### src/rtl/rle_pkg.sv
// Shared definitions for the run-length encoder: width decode, word building
// and the small constants used by the encoder FSM and its output FIFO.
package rle_pkg;

  localparam int WORD_W     = 32;
  localparam int FIFO_DEPTH = 4;

  localparam logic [0:0] ST_IDLE = 1'b0;
  localparam logic [0:0] ST_RUN  = 1'b1;

  localparam logic KIND_VALUE = 1'b0;
  localparam logic KIND_COUNT = 1'b1;

  function automatic logic [5:0] width_from_groups(input logic [3:0] groups);
    case (groups)
      4'b1110: return 6'd8;
      4'b1100: return 6'd16;
      4'b1000: return 6'd24;
      default: return 6'd32;
    endcase
  endfunction

  function automatic logic [4:0] flag_pos(input logic [3:0] groups);
    logic [5:0] f;
    f = width_from_groups(groups) - 6'd1;
    return f[4:0];
  endfunction

  // Low W-1 bits carry the payload; bit W-1 marks a repeat count.
  function automatic logic [WORD_W-1:0] make_word(input logic kind,
                                                  input logic [WORD_W-1:0] payload,
                                                  input logic [4:0] fpos);
    logic [WORD_W-1:0] flagBit;
    flagBit = WORD_W'(1) << fpos;
    return (payload & (flagBit - WORD_W'(1))) | (kind ? flagBit : '0);
  endfunction

endpackage

### src/rtl/rle_out_fifo.sv
// Small output queue: accepts up to two words per cycle in order and presents
// at most one per cycle on a registered output port.
module rle_out_fifo
  import rle_pkg::*;
#(
  parameter int DW    = WORD_W,
  parameter int DEPTH = FIFO_DEPTH
)
(
  input  logic          clk,
  input  logic          rst,
  input  logic          push0_valid_i,
  input  logic [DW-1:0] push0_data_i,
  input  logic          push1_valid_i,
  input  logic [DW-1:0] push1_data_i,
  output logic [DW-1:0] pop_data_o,
  output logic          pop_valid_o
);

  localparam int SLOTS = DEPTH + 2;
  localparam int CW    = $clog2(SLOTS + 1);

  logic [DW-1:0] mem_q [DEPTH];
  logic [DW-1:0] mem_d [DEPTH];
  logic [CW-1:0] fill_q, fill_d;
  logic [DW-1:0] data_q, data_d;
  logic          valid_q, valid_d;
  logic [DW-1:0] slots [SLOTS];
  logic [CW-1:0] total;
  logic [CW-1:0] remain;

  // Stored words followed by this cycle's pushes form one ordered list; the
  // head goes to the output register and the tail, clipped to DEPTH, is kept.
  always_comb begin
    for (int i = 0; i < SLOTS; i++) slots[i] = '0;
    for (int i = 0; i < DEPTH; i++) slots[i] = mem_q[i];
    total = fill_q;
    if (push0_valid_i) begin
      slots[total] = push0_data_i;
      total        = total + CW'(1);
    end
    if (push1_valid_i) begin
      slots[total] = push1_data_i;
      total        = total + CW'(1);
    end
    remain  = (total == '0) ? '0 : total - CW'(1);
    fill_d  = (remain > CW'(DEPTH)) ? CW'(DEPTH) : remain;
    valid_d = (total != '0);
    data_d  = (total != '0) ? slots[0] : data_q;
    for (int i = 0; i < DEPTH; i++) mem_d[i] = slots[i+1];
  end

  always_ff @(posedge clk) begin
    if (rst) begin
      mem_q   <= '{default: '0};
      fill_q  <= '0;
      data_q  <= '0;
      valid_q <= 1'b0;
    end else begin
      mem_q   <= mem_d;
      fill_q  <= fill_d;
      data_q  <= data_d;
      valid_q <= valid_d;
    end
  end

  assign pop_data_o  = data_q;
  assign pop_valid_o = valid_q;

endmodule

### src/rtl/rle_encoder.sv
// Run-length encoder between the sample path and capture memory: bypass when
// not armed, otherwise one VALUE word per new value plus flagged COUNT words.
module rle_encoder
  import rle_pkg::*;
#(
  parameter int DW = WORD_W,
  parameter int KW = DW / 8
)
(
  input  logic          clk,
  input  logic          rst,
  input  logic          enable,
  input  logic          arm,
  input  logic [1:0]    rle_mode,
  input  logic [KW-1:0] disabledGroups,
  input  logic [DW-1:0] sti_data,
  input  logic          sti_valid,
  output logic [DW-1:0] sto_data,
  output logic          sto_valid
);

  logic          active;
  logic [4:0]    flagPos;
  logic [DW-1:0] valueMask;
  logic [DW-1:0] sampleValue;
  logic [DW-2:0] maxCount;
  logic [DW-2:0] countInc;
  logic [DW-1:0] valueWord, lastWord, countWord, maxWord;
  logic [0:0]    state_q, state_d;
  logic [DW-2:0] count_q, count_d;
  logic [DW-1:0] last_q, last_d;
  logic          p0Valid, p1Valid;
  logic [DW-1:0] p0Data, p1Data;
  logic          unused_mode;

  assign active      = enable && arm;
  assign flagPos     = flag_pos(disabledGroups);
  assign valueMask   = (DW'(1) << flagPos) - DW'(1);
  assign sampleValue = sti_data & valueMask;
  assign maxCount    = valueMask[DW-2:0];
  assign countInc    = count_q + (DW-1)'(1);
  assign valueWord   = make_word(KIND_VALUE, sti_data, flagPos);
  assign lastWord    = make_word(KIND_VALUE, last_q, flagPos);
  assign countWord   = make_word(KIND_COUNT, {1'b0, count_q}, flagPos);
  assign maxWord     = make_word(KIND_COUNT, {1'b0, maxCount}, flagPos);
  assign unused_mode = rle_mode[1];

  // Encode step: decides up to two words for this cycle, COUNT before VALUE.
  always_comb begin
    state_d = state_q;
    count_d = count_q;
    last_d  = last_q;
    p0Valid = 1'b0;
    p0Data  = '0;
    p1Valid = 1'b0;
    p1Data  = '0;
    if (!active) begin
      if (state_q == ST_RUN && count_q != '0) begin
        p0Valid = 1'b1;
        p0Data  = countWord;
      end
      if (sti_valid) begin
        if (p0Valid) begin
          p1Valid = 1'b1;
          p1Data  = sti_data;
        end else begin
          p0Valid = 1'b1;
          p0Data  = sti_data;
        end
      end
      state_d = ST_IDLE;
      count_d = '0;
    end else if (sti_valid) begin
      if (state_q == ST_IDLE) begin
        p0Valid = 1'b1;
        p0Data  = valueWord;
        last_d  = sampleValue;
        count_d = '0;
        state_d = ST_RUN;
      end else if (sampleValue == (last_q & valueMask)) begin
        // >= keeps the counter bounded even if the width shrank mid-run.
        if (countInc >= maxCount) begin
          p0Valid = 1'b1;
          p0Data  = maxWord;
          count_d = '0;
          if (rle_mode[0]) begin
            p1Valid = 1'b1;
            p1Data  = lastWord;
          end
        end else begin
          count_d = countInc;
        end
      end else begin
        if (count_q != '0) begin
          p0Valid = 1'b1;
          p0Data  = countWord;
          p1Valid = 1'b1;
          p1Data  = valueWord;
        end else begin
          p0Valid = 1'b1;
          p0Data  = valueWord;
        end
        last_d  = sampleValue;
        count_d = '0;
      end
    end
  end

  always_ff @(posedge clk) begin
    if (rst) begin
      state_q <= ST_IDLE;
      count_q <= '0;
      last_q  <= '0;
    end else begin
      state_q <= state_d;
      count_q <= count_d;
      last_q  <= last_d;
    end
  end

  rle_out_fifo #(
    .DW    (DW),
    .DEPTH (FIFO_DEPTH)
  ) u_fifo (
    .clk           (clk),
    .rst           (rst),
    .push0_valid_i (p0Valid),
    .push0_data_i  (p0Data),
    .push1_valid_i (p1Valid),
    .push1_data_i  (p1Data),
    .pop_data_o    (sto_data),
    .pop_valid_o   (sto_valid)
  );

endmodule

### config.mk
export PLATFORM = sky130hd
export DESIGN_NAME = rle_encoder
export DESIGN_NICKNAME = d
export VERILOG_FILES = /design/src/rtl/rle_pkg.sv /design/src/rtl/rle_out_fifo.sv /design/src/rtl/rle_encoder.sv
export SDC_FILE = /design/constraint.sdc
export NUM_CORES = 1
export LEC_CHECK = 0
export ABC_AREA = 1
export CAP_MARGIN = 20
export CORE_ASPECT_RATIO = 0.9
export CORE_MARGIN = 1
export CORE_UTILIZATION = 50
export DETAILED_ROUTE_END_ITERATION = 6
export PLACE_DENSITY_LB_ADDON = 0.08
export SYNTH_ARGS = -nofsm -noshare
export SYNTH_HDL_FRONTEND = slang
export SYNTH_HIERARCHICAL = 1
export SYNTH_SLANG_ARGS = --single-unit
### constraint.sdc
create_clock -name clk -period 17.6 [get_ports clk]
set_clock_uncertainty 0.2 [all_clocks]
set_input_delay 3.52 -clock clk [delete_from_list [all_inputs] [get_ports clk]]
set_output_delay 3.52 -clock clk [all_outputs]
set_load 0.05 [all_outputs]
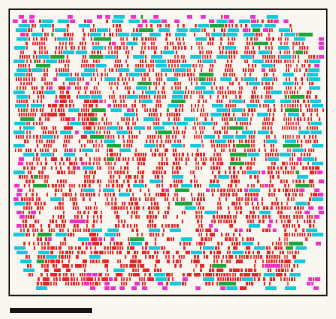
Fig. 1. Placement by cell class.
Bar = 50 um.
legend:
  magenta:
    class: remaining buffers and delay cells
    cells: 110
  green:
    class: clock drivers and dummy loads
    cells: 49
  cyan:
    class: sequential cells
    cells: 227
  red:
    class: combinational and other logic
    cells: 2615
fin util: 57.0%
Rows: 62
fraction of area in registers: 24.8%
Design Area, Final: 0.0183 mm2
core area: 0.0322 mm2

==> results.json <==
{
  "synth.avg_cell_area_um2": 5.48,
  "grt_setup_unrepaired": "no",
  "place_ws_ns": 6.83,
  "nets": 3058,
  "grt_max_degree": 88,
  "synthArstFlopShare_pct": 0,
  "ys_warn_count": 6,
  "drc": 5,
  "cts_tree": "built",
  "tightestPinTransition_ns": 1.22,
  "grt_pass1_vias": 17000,
  "power_density_mw_per_mm2": 81.6,
  "worstPathMaxFanout": 34,
  "fin_ws_ns": 7.22,
  "r2r-start": "count_q[1]",
  "synth_cell_types": 37,
  "yosys_cells": 3007,
  "wl_um": 58000,
  "syn-cell-area_mm2": 0.0165,
  "period_used_pct": 59.0,
  "reg2reg_slack_ns": 10.14,
  "startpoint_type": "primary input",
  "fp_util_pct": 51.2,
  "io-pin-count": 76,
  "min_from": "u_fifo/pop_data_o[13]",
  "hpwl_um": 37200,
  "place_congestion": 0.940,
  "status": "finished, violations left",
  "reg2reg_depth": 28,
  "slew_headroom_pct": 18.8,
  "vias": 18600,
  "dieArea_mm2": 0.0337,
  "top_area_share_pct": 27.6,
  "finalCriticalPeriod_ns": 10.38,
  "worstSkewPairLatency_ns": 0.56,
  "syn_inst": 3007,
  "slew_violations": 0,
  "syn_to_final_growth_pct": 11.3,
  "drive_gt1_share_pct": 3.90,
  "hold_viol": 0,
  "hold_depth": 2,
  "violations": "design-rule violations",
  "cts_root_buf": "clkbuf_16",
  "numSynthFlops": 227,
  "port_buffers": 74,
  "antenna_found_initial": 0,
  "cts_hold_buf": 0,
  "yosysTopAreaCell": "dfxtp_1"
}
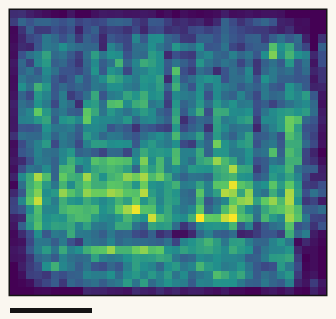
Fig. 2. Wiring heat map.
Bar = 50 um. The die is cut into 39 by 35 equal tiles; dark purple is low, yellow is high, scaled to the fullest tile. Values are wire area over tile area, all layers added.
tiles over half the peak: 28%
fullest tile: 0.77
nearly empty tiles: 3.2%
mean over tiles: 0.29
wire per inst: 17.0 um
Total Routing Usage GR: 34.2%

registers in the layout, indices dropped and copies added, names as in the netlist:
register and count:
count_q 31, last_q 31, state_q 1, u_fifo/fill_q 3, u_fifo/mem_q 128, u_fifo/pop_data_o 32
u_fifo/pop_valid_o 1
metrics by stage:
step	cells	total power [mW]	area, um2	util, %
floorplan	3007	0.770	16500	-
global placement	3366	0.872	17300	53.8
detailed placement	3366	0.876	17300	53.8
CTS	3415	1.50	18300	56.8
global route	3417	1.56	18300	57.0
finish	3417	1.50	18300	57.0
critical path, cell delays in order:
cell and delay, ns:
clkdlybuf4s50_1 0.48, inv_1 0.06, o21a_1 0.23, inv_1 0.07, ha_1 0.14, buf_4 0.31, clkinv_1 0.58, ha_1 0.54
nand2_1 0.16, inv_1 0.11, nand3_1 0.11, nor3b_1 0.48, nand2_1 0.19, nand2_1 0.15, nor2_4 0.03, buf_4 0.27
o211ai_1 0.73, nand2_2 0.28, a21oi_4 0.20, buf_4 0.46, nand2_1 0.73, buf_4 0.47, nand2_1 0.08, nand3_1 0.13
nand2_1 0.10
layout make-up:
class                   instances  area, um2  share of cell area [%]
multi-input cells            2232       9810                    53.5
repair buffers                110       1050                    5.70
inverters                     383       1440                    7.85
clock buffers                  38        787                    4.29
flip-flops and latches        227       4540                    24.8
clock inverters                11        186                    1.02
well taps                     416        520                    2.84
logic make-up (layout without fill, tap and decap cells):
logic type / count (synthesis) / count (layout) / synth area share (%)
flops: 227 / 227 / 27.6
simple gates: 1872 / 1872 / 45.6
fa+ha+maj: 34 / 34 / 2.58
xor+xnor: 28 / 28 / 1.49
buf+inv: 548 / 542 / 13.1
compound gates: 298 / 298 / 9.57
layer usage:
layer | part of all wire (%) | GRT usage (%)
met5 | 0 | 0
met4 | 4.8 | 16.0
met3 | 9.7 | 5.41
met2 | 42 | 52.4
met1 | 44 | 47.1
cell usage in the layout, fill, tap and decap left out, types with 9 or more instances in the layout:
cell type and count:
dfxtp_1 227, o21bai_1 14, clkbuf_16 27, nor2_1 420
ha_1 34, buf_4 34, xor2_1 27, clkdlybuf4s50_1 73
nand4_1 19, o211ai_1 9, nand2_1 1137, nor3_1 13
nand3_1 246, a21oi_1 113, inv_1 372, o21ai_0 154
power by group:
| group | internal (mW) | switching [mW] |
|---|---|---|
| clock | 0.383 | 0.240 |
| sequential | 0.537 | 0.0109 |
| combinational | 0.0922 | 0.232 |
| total | 1.01 | 0.484 |
worst max-delay path by stage:
stage | startpoint | endpoint | slack (ns) | cells past startpoint
after floorplan | disabledGroups[0] | u_fifo/pop_data_o[10] | 9.22 | 35
after global placement | disabledGroups[1] | u_fifo/pop_data_o[26] | 6.93 | 25
after CTS | disabledGroups[1] | u_fifo/pop_data_o[28] | 7.38 | 25
after global routing | disabledGroups[1] | u_fifo/pop_data_o[28] | 6.87 | 25
after detailed placement | disabledGroups[1] | u_fifo/pop_data_o[28] | 6.83 | 25
final | disabledGroups[1] | u_fifo/pop_data_o[28] | 7.22 | 25
Power is estimated from default activity; no workload was simulated.
